**config.mk**
```make
export PLATFORM = sky130hd
export DESIGN_NAME = regfile_multiport
export DESIGN_NICKNAME = d
export VERILOG_FILES = /design/src/rtl/regfile_pkg.sv /design/src/rtl/regfile_clear_seq.sv /design/src/rtl/regfile_multiport.sv
export SDC_FILE = /design/constraint.sdc
export NUM_CORES = 1
export LEC_CHECK = 0
export CAP_MARGIN = 20
export CORE_MARGIN = 8
export CORE_UTILIZATION = 30
export CTS_BUF_LIST = sky130_fd_sc_hd__clkbuf_8
export DETAILED_ROUTE_END_ITERATION = 12
export SYNTH_ARGS = -nofsm -noshare
export SYNTH_HDL_FRONTEND = slang
export SYNTH_SLANG_ARGS = --single-unit
```
**constraint.sdc**
```tcl
create_clock -name clk -period 3.72 [get_ports clk]
set_input_delay 0.372 -clock clk [delete_from_list [all_inputs] [get_ports clk]]
set_output_delay 0.372 -clock clk [all_outputs]
set_load 0.05 [all_outputs]
```
**src/rtl/regfile_pkg.sv**
```systemverilog
// Shared types and default sizing for the multi-port register file and its clear sequencer.
package regfile_pkg;

    typedef enum logic {RF_IDLE, RF_CLEAR} rf_state_t;

    localparam int RF_XLEN_DEF     = 32;
    localparam int RF_NUM_REGS_DEF = 32;
    localparam int RF_NUM_READ_DEF = 2;

endpackage

```
**src/rtl/regfile_clear_seq.sv**
```systemverilog
// Clear sequencer: sweeps registers 1..NUM_REGS-1 to zero after reset or on request,
// holding busy high for the whole sweep.
module regfile_clear_seq
    import regfile_pkg::*;
#(
    parameter  int NUM_REGS       = RF_NUM_REGS_DEF,
    parameter  int CLEAR_ON_RESET = 1,
    localparam int AW             = $clog2(NUM_REGS)
) (
    input  logic          clk,
    input  logic          reset,
    input  logic          i_clear_req,
    output logic          o_busy,
    output logic          o_clr_we,
    output logic [AW-1:0] o_clr_addr
);

    rf_state_t     r_state;
    rf_state_t     w_next_state;
    logic [AW-1:0] r_clr_idx;
    logic [AW-1:0] w_next_idx;

    always_ff @(posedge clk) begin
        if (reset) begin
            r_state   <= (CLEAR_ON_RESET != 0) ? RF_CLEAR : RF_IDLE;
            r_clr_idx <= AW'(1);
        end else begin
            r_state   <= w_next_state;
            r_clr_idx <= w_next_idx;
        end
    end

    // Index 0 is hardwired zero, so the sweep starts at 1 and ends on the last register.
    always_comb begin
        w_next_state = r_state;
        w_next_idx   = r_clr_idx;
        case (r_state)
            RF_IDLE: begin
                if (i_clear_req) begin
                    w_next_state = RF_CLEAR;
                    w_next_idx   = AW'(1);
                end
            end
            RF_CLEAR: begin
                w_next_idx = r_clr_idx + AW'(1);
                if (r_clr_idx == AW'(NUM_REGS - 1)) begin
                    w_next_state = RF_IDLE;
                end
            end
            default: w_next_state = RF_IDLE;
        endcase
    end

    assign o_busy     = (r_state == RF_CLEAR);
    assign o_clr_we   = (r_state == RF_CLEAR) && !reset;
    assign o_clr_addr = r_clr_idx;

endmodule

```
**src/rtl/regfile_multiport.sv**
```systemverilog
// Parametrised multi-read-port register file with x0 hardwired to zero, optional
// write-to-read bypass and a hardware clear sweep that locks out access while busy.
module regfile_multiport
    import regfile_pkg::*;
#(
    parameter  int XLEN           = RF_XLEN_DEF,
    parameter  int NUM_REGS       = RF_NUM_REGS_DEF,
    parameter  int NUM_READ       = RF_NUM_READ_DEF,
    parameter  int BYPASS         = 1,
    parameter  int CLEAR_ON_RESET = 1,
    localparam int AW             = $clog2(NUM_REGS)
) (
    input  logic                     clk,
    input  logic                     reset,
    input  logic                     reg_write,
    input  logic [AW-1:0]            rd,
    input  logic [XLEN-1:0]          write_data,
    input  logic [NUM_READ*AW-1:0]   rs,
    output logic [NUM_READ*XLEN-1:0] read_data,
    input  logic                     clear_req,
    output logic                     busy
);

    logic [XLEN-1:0] r_regs [NUM_REGS];
    logic            w_busy;
    logic            w_clr_we;
    logic [AW-1:0]   w_clr_addr;
    logic            w_wr_en;

    regfile_clear_seq #(
        .NUM_REGS       (NUM_REGS),
        .CLEAR_ON_RESET (CLEAR_ON_RESET)
    ) u_clear_seq (
        .clk         (clk),
        .reset       (reset),
        .i_clear_req (clear_req),
        .o_busy      (w_busy),
        .o_clr_we    (w_clr_we),
        .o_clr_addr  (w_clr_addr)
    );

    assign busy    = w_busy;
    assign w_wr_en = reg_write && !w_busy && (rd != '0);

    // The sweep owns the write port while running; architectural writes are dropped, not queued.
    always_ff @(posedge clk) begin
        if (w_clr_we) begin
            r_regs[w_clr_addr] <= '0;
        end else if (w_wr_en) begin
            r_regs[rd] <= write_data;
        end
    end

    for (genvar g = 0; g < NUM_READ; g++) begin : g_read
        logic [AW-1:0] w_rs;
        assign w_rs = rs[g*AW +: AW];
        assign read_data[g*XLEN +: XLEN] =
            w_busy                                         ? '0 :
            (w_rs == '0)                                   ? '0 :
            ((BYPASS != 0) && reg_write && (rd == w_rs))   ? write_data :
                                                             r_regs[w_rs];
    end

endmodule
```
Figure 1. M3 wires (run 1).
The bar under the picture is 100 um long.
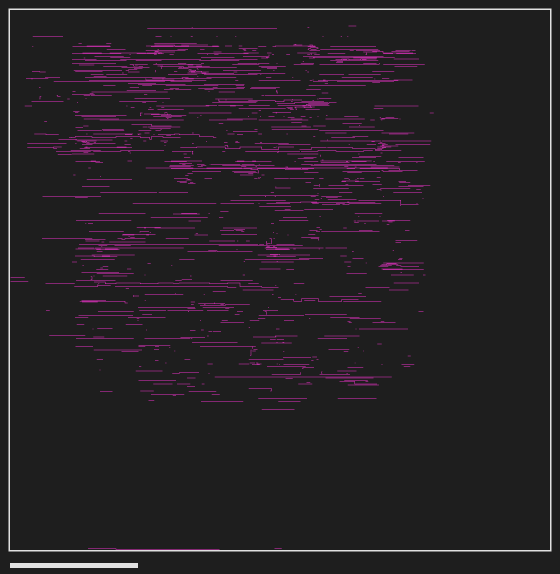
wire length on this layer = 13100 um
main direction = horizontal
longest straight run = 139 um
WL final: 168300 um
DR vias: 31290
met3 Use GR: 3.273%

Figure 2. The metal 1 layer (run 1).
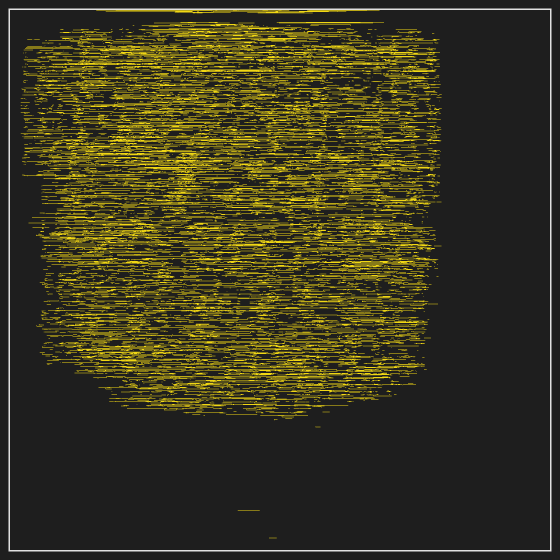
wire length on this layer = 64.2 mm
longest straight run = 94.8 um
met1 Usage GRT: 22.95%

Figure 3. Clock nets (run 1).
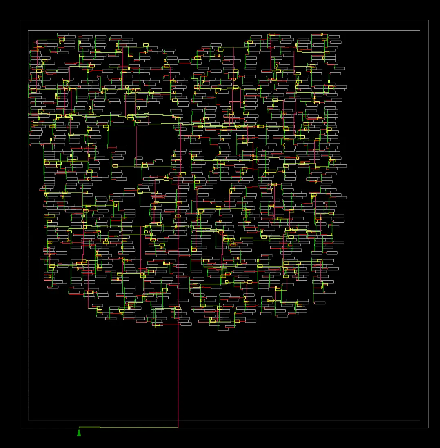
seq_cells: 1030
CTS Sinks: 1030

==> flow_summary_export.csv, run 1 <==
group,metric,value,unit
layout,buffers,419,
worst_setup_path,startpoint,"r_regs[9][10]$_DFFE_PP_",
power_and_ir_drop,internal_power,18140,uW
layout,comb_share,29.35,%
floorplanning,initCoreUtil,30.26,%
floorplanning,pin_count,116,
worst_setup_path,critPathKind,"reg2out",
layout,register_area,30870,um^2
status,status,"finished, final reports clean",
layout,clock_area_share,5.194,%
route,post_drt_wl_per_cell,30.49,um
synth,synthTopCellsByCount,"1024 x edfxtp_1, 407 x mux2i_1, 319 x mux4_2",
synth,area_leaders,"edfxtp_1 62%, mux4_2 15%, mux2i_1 8.3%, o221ai_1 1.4%, o21ai_0 1.3%",
route,drt_iter0_markers,3352,
timing,min_period,3.683,ns
layout,combGateArea,17340,um^2
job,max_cap_violations,0,
layout,fillers,15270,
worst_setup_path,path_cells,"mux4_2 > mux2_2 > o221ai_1 > a31oi_1 > buf_12",
power_and_ir_drop,power_sequential,12700,uW
synth,top_area_share,62.36,%
worst_setup_path,endpoint,"read_data[10]",
power_and_ir_drop,pg_comb,2220,uW
route,firstDrtPassIters,6,
clock_network,cts_resized,0,
worst_setup_path,worstPathRequired,3.35,ns
floorplanning,rows,148,
route,routed-wl-met3,13090,um
worst_setup_path,regToRegEndpoint,"r_regs[21][15]$_DFFE_PP_",
placed_design,dp_cells,5200,
timing,hold-worst-slack,0.3832,ns
placed_design,dpl_cell_area,55750,um^2
power_and_ir_drop,powerClk,9160,uW
synth,ys_seq_share,62.61,%
layout,finalNetCount,3264,
synth,synthFlopType,"edfxtp_1",
global_route,first_global_vias,32100,
power_and_ir_drop,power_frac_comb,9.2,%
clock_network,cts.reportedPaths.clkPinSlew,0.06,ns
synth,ys_cells,2861,
synth,compound_area_share,7.681,%
layout,drive_gt1_share,30.61,%
synth,ys_chip_area,49310,um^2
synth,avgSynthCellArea,17.23,um^2
timing,relSlewSlack,26.05,%
route,drtAntennaViolNets,0,
worst_setup_path,rr_worst_depth,7,
layout,antenna-diode-count,4,
floorplanning,die-area,177600,um^2
global_route,antenna_found_initial,5,
clock_network,cts_buffers,174,
timing,rsz0062_at_grt,"false",
worst_setup_path,cp_num_buf_inv,1,
timing,period_used_share,99.01,%
worst_setup_path,critPathLaunchType,"flip-flop",
min_path,hold_class,"in2reg",
clock_network,cts_root_buffer,"clkbuf_8",
route,wl_met1,64170,um
power_and_ir_drop,share_seq_of_total_power,52.8,%
clock_network,ctsLongestPathBuffers,3,
power_and_ir_drop,ir_drop,0.0002773,V
clock_network,cts_setup_buffers,0,
--- run 2 (diff from run 1) ---
--- a/config.mk
+++ b/config.mk
@@ -5,11 +5,13 @@
 export SDC_FILE = /design/constraint.sdc
 export NUM_CORES = 1
 export LEC_CHECK = 0
+export ABC_CLOCK_PERIOD_IN_PS = 3720
 export CAP_MARGIN = 20
 export CORE_MARGIN = 8
 export CORE_UTILIZATION = 30
 export CTS_BUF_LIST = sky130_fd_sc_hd__clkbuf_8
 export DETAILED_ROUTE_END_ITERATION = 12
+export HOLD_SLACK_MARGIN = 0.05
 export SYNTH_ARGS = -nofsm -noshare
 export SYNTH_HDL_FRONTEND = slang
 export SYNTH_SLANG_ARGS = --single-unit
Figure 4. The metal 1 layer (run 2).
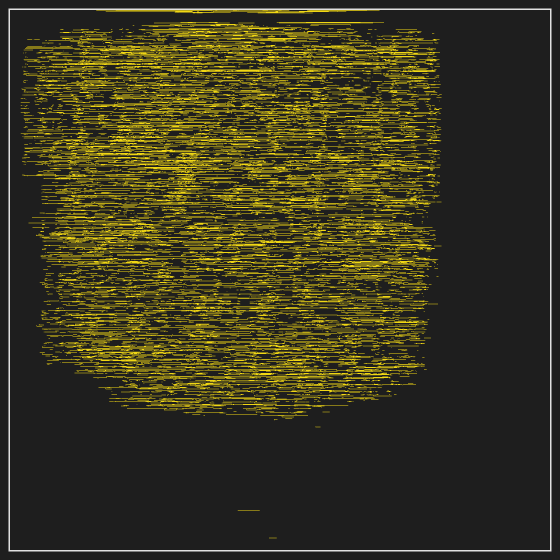
main direction = horizontal
longest straight run = 94.8 um

==> run 2 against run 1 <==
Net effect:
- critical path depth is the same
- worst setup slack is the same
- worst hold slack is the same
- sequential share of layout area is the same
- largest cell class unchanged
==> flow_summary_export.csv, run 2 <==
group,metric,value,unit
status,status,"finished, final reports clean",
synth,top_area_share,62.36,%
layout,final_util,36.25,%
synth,ys_cells,2861,
floorplanning,initCoreUtil,30.26,%
worst_setup_path,worstPathRequired,3.35,ns
layout,combGateArea,17340,um^2
synth,edf_count,1024,
power_and_ir_drop,share_seq_of_total_power,52.8,%
synth,ys_sh_simple,2.682,%
floorplanning,pin_count,116,
clock_network,h-tree-depth,4,
global_route,grt_busiest_layer,"met2",
global_route,grt_util_all_layers,18.27,%
clock_network,ctsLongestPathBuffers,3,
clock_network,cts.reportedPaths.clkPinSlew,0.06,ns
layout,sh_seq_area,52.26,%
worst_setup_path,cp_data_arrival_time,3.31,ns
clock_network,cts_tree,"yes",
clock_network,cts_buffers,174,
layout,ff_count,1030,
floorplanning,die_y,421.4,um
route,vias,31290,
route,drtAntennaViolNets,0,
timing,min_period,3.683,ns
timing,worst_pin_slew,1.104,ns
layout,clock_area_share,5.194,%
min_path,min-delay-start,"write_data[28]",
timing,fmax,271.5,MHz
route,firstDrtPassIters,6,
worst_setup_path,r2r-start,"u_clear_seq.o_busy$_SDFF_PP1_",
global_route,antenna_found_initial,5,
timing,setup_ws,0.03682,ns
layout,buffers,419,
synth,synthFlopType,"edfxtp_1",
layout,comb_share,29.35,%
synth,avgSynthCellArea,17.23,um^2
layout,dominant-cell-class,"sequential cells",
layout,lay_top_cells,"1024 x edfxtp_1, 407 x mux2i_1, 319 x mux4_2",
layout,largest_reg_flops,1024,
layout,n_all_inverters,5,
power_and_ir_drop,ir_drop,0.0002773,V
global_route,grt_util_met3,3.273,%
synth,async_flop_share,0,%
synth,xor_share,0.1954,%
power_and_ir_drop,power_leader,"registers",
placed_design,dpl_cell_area,55750,um^2
route,routed-wl-met3,13090,um
route,post_drt_wl_per_cell,30.49,um
worst_setup_path,critPathKind,"reg2out",
layout,fillers,15270,
synth,ys_chip_area,49310,um^2
floorplanning,die-area,177600,um^2
timing,relSlewSlack,26.05,%
layout,fin_cells,5521,
worst_setup_path,end_kind,"output pin",
clock_network,ctsHoldBuffers,0,
synth,synthTopCellsByCount,"1024 x edfxtp_1, 407 x mux2i_1, 319 x mux4_2",
placed_design,dp_cells,5200,
power_and_ir_drop,p_sw,5970,uW
timing,rsz0062_at_grt,"false",
timing,drv_slew,0,
worst_setup_path,rr_worst_depth,7,
route,highest_layer,"met5",
timing,setup_viol,0,
timing,final.setup_skew,0.03652,ns
worst_setup_path,startpoint,"r_regs[9][10]$_DFFE_PP_",
clock_network,cts_sinks,1030,
global_route,first_global_vias,32100,
clock_network,cts_root_buffer,"clkbuf_8",
global_route,grtUsageMet2,29.59,%
placed_design,gp_congestion,0.8684,
worst_setup_path,path_depth,5,
synth,ys_seq_share,62.61,%
timing,hold-worst-slack,0.3832,ns
worst_setup_path,rrSetupSlack,1.10,ns
synth,largest_area_cell,"edfxtp_1",
timing,setup_tns,0,ns
layout,regMostFlops,"r_regs",
layout,finalNetCount,3264,
timing,period_used_share,99.01,%
clock_network,cts_resized,0,
layout,antenna-diode-count,4,
global_route,grt-ovfl-total,0,
global_route,grt_pass1_wl,237100,um
synth,synth.cellmix.adderShare,0.05075,%
route,routed_via_density,5.668,
worst_setup_path,critPathLaunchType,"flip-flop",
worst_setup_path,critPathMaxStageDelay,0.71,ns
power_and_ir_drop,power_frac_comb,9.2,%
global_route,grt_util_met1,22.95,%
synth,floorplan.nets,2914,
layout,buffer_area_share,8.539,%
global_route,grt_max_degree,65,
power_and_ir_drop,internal_power,18140,uW
worst_setup_path,path_cells,"mux4_2 > mux2_2 > o221ai_1 > a31oi_1 > buf_12",
power_and_ir_drop,power_sequential,12700,uW
route,wl,168300,um
layout,drive_gt1_share,30.61,%
worst_setup_path,regToRegEndpoint,"r_regs[21][15]$_DFFE_PP_",
synth,top_cell,"edfxtp_1",
route,drc,0,
power_and_ir_drop,p_sw_share,24.76,%
min_path,min_path_cells,2,
clock_network,cts_setup_buffers,0,
power_and_ir_drop,pwr_density_cell,408.3,nW/um^2
power_and_ir_drop,pg_comb,2220,uW
placed_design,hpwl,107500,um
worst_setup_path,cp_slowest_cell,"o221ai_1",
route,wl_met2,79890,um
worst_setup_path,cp_max_fo,2,
power_and_ir_drop,p_clk_share,38.0,%
placed_design,port_buffers,115,
synth,syn_area,49310,um^2
worst_setup_path,endpoint,"read_data[10]",
layout,area_growth,19.79,%
worst_setup_path,cp_num_buf_inv,1,
layout,lay_top_count,"edfxtp_1",
job,warnings,27,
synth,area_leaders,"edfxtp_1 62%, mux4_2 15%, mux2i_1 8.3%, o221ai_1 1.4%, o21ai_0 1.3%",
synth,compound_area_share,7.681,%
power_and_ir_drop,powerClk,9160,uW
layout,nClkBuffers,176,
synth,synth_cells,2861,
layout,logic_gate_count,1581,
floorplanning,rows,148,
min_path,hold_class,"in2reg",
floorplanning,coreArea,163000,um^2
worst_setup_path,critPathTopFamily,"AND-OR/OR-AND gates",
synth,ys_ff,1030,
min_path,min_to,"r_regs[21][28]$_DFFE_PP_",
floorplanning,fp.dieW,421.4,um
synth,ys_types,62,
route,drt_iter0_markers,3352,
power_and_ir_drop,total_power,24110,uW
placed_design,place_ws,0.1849,ns
job,max_cap_violations,0,
clock_network,worstSkewPairLatency,0.86,ns
layout,register_area,30870,um^2
route,wl_met1,64170,um
No activity file was given, so power comes from the tool's default toggle rates.
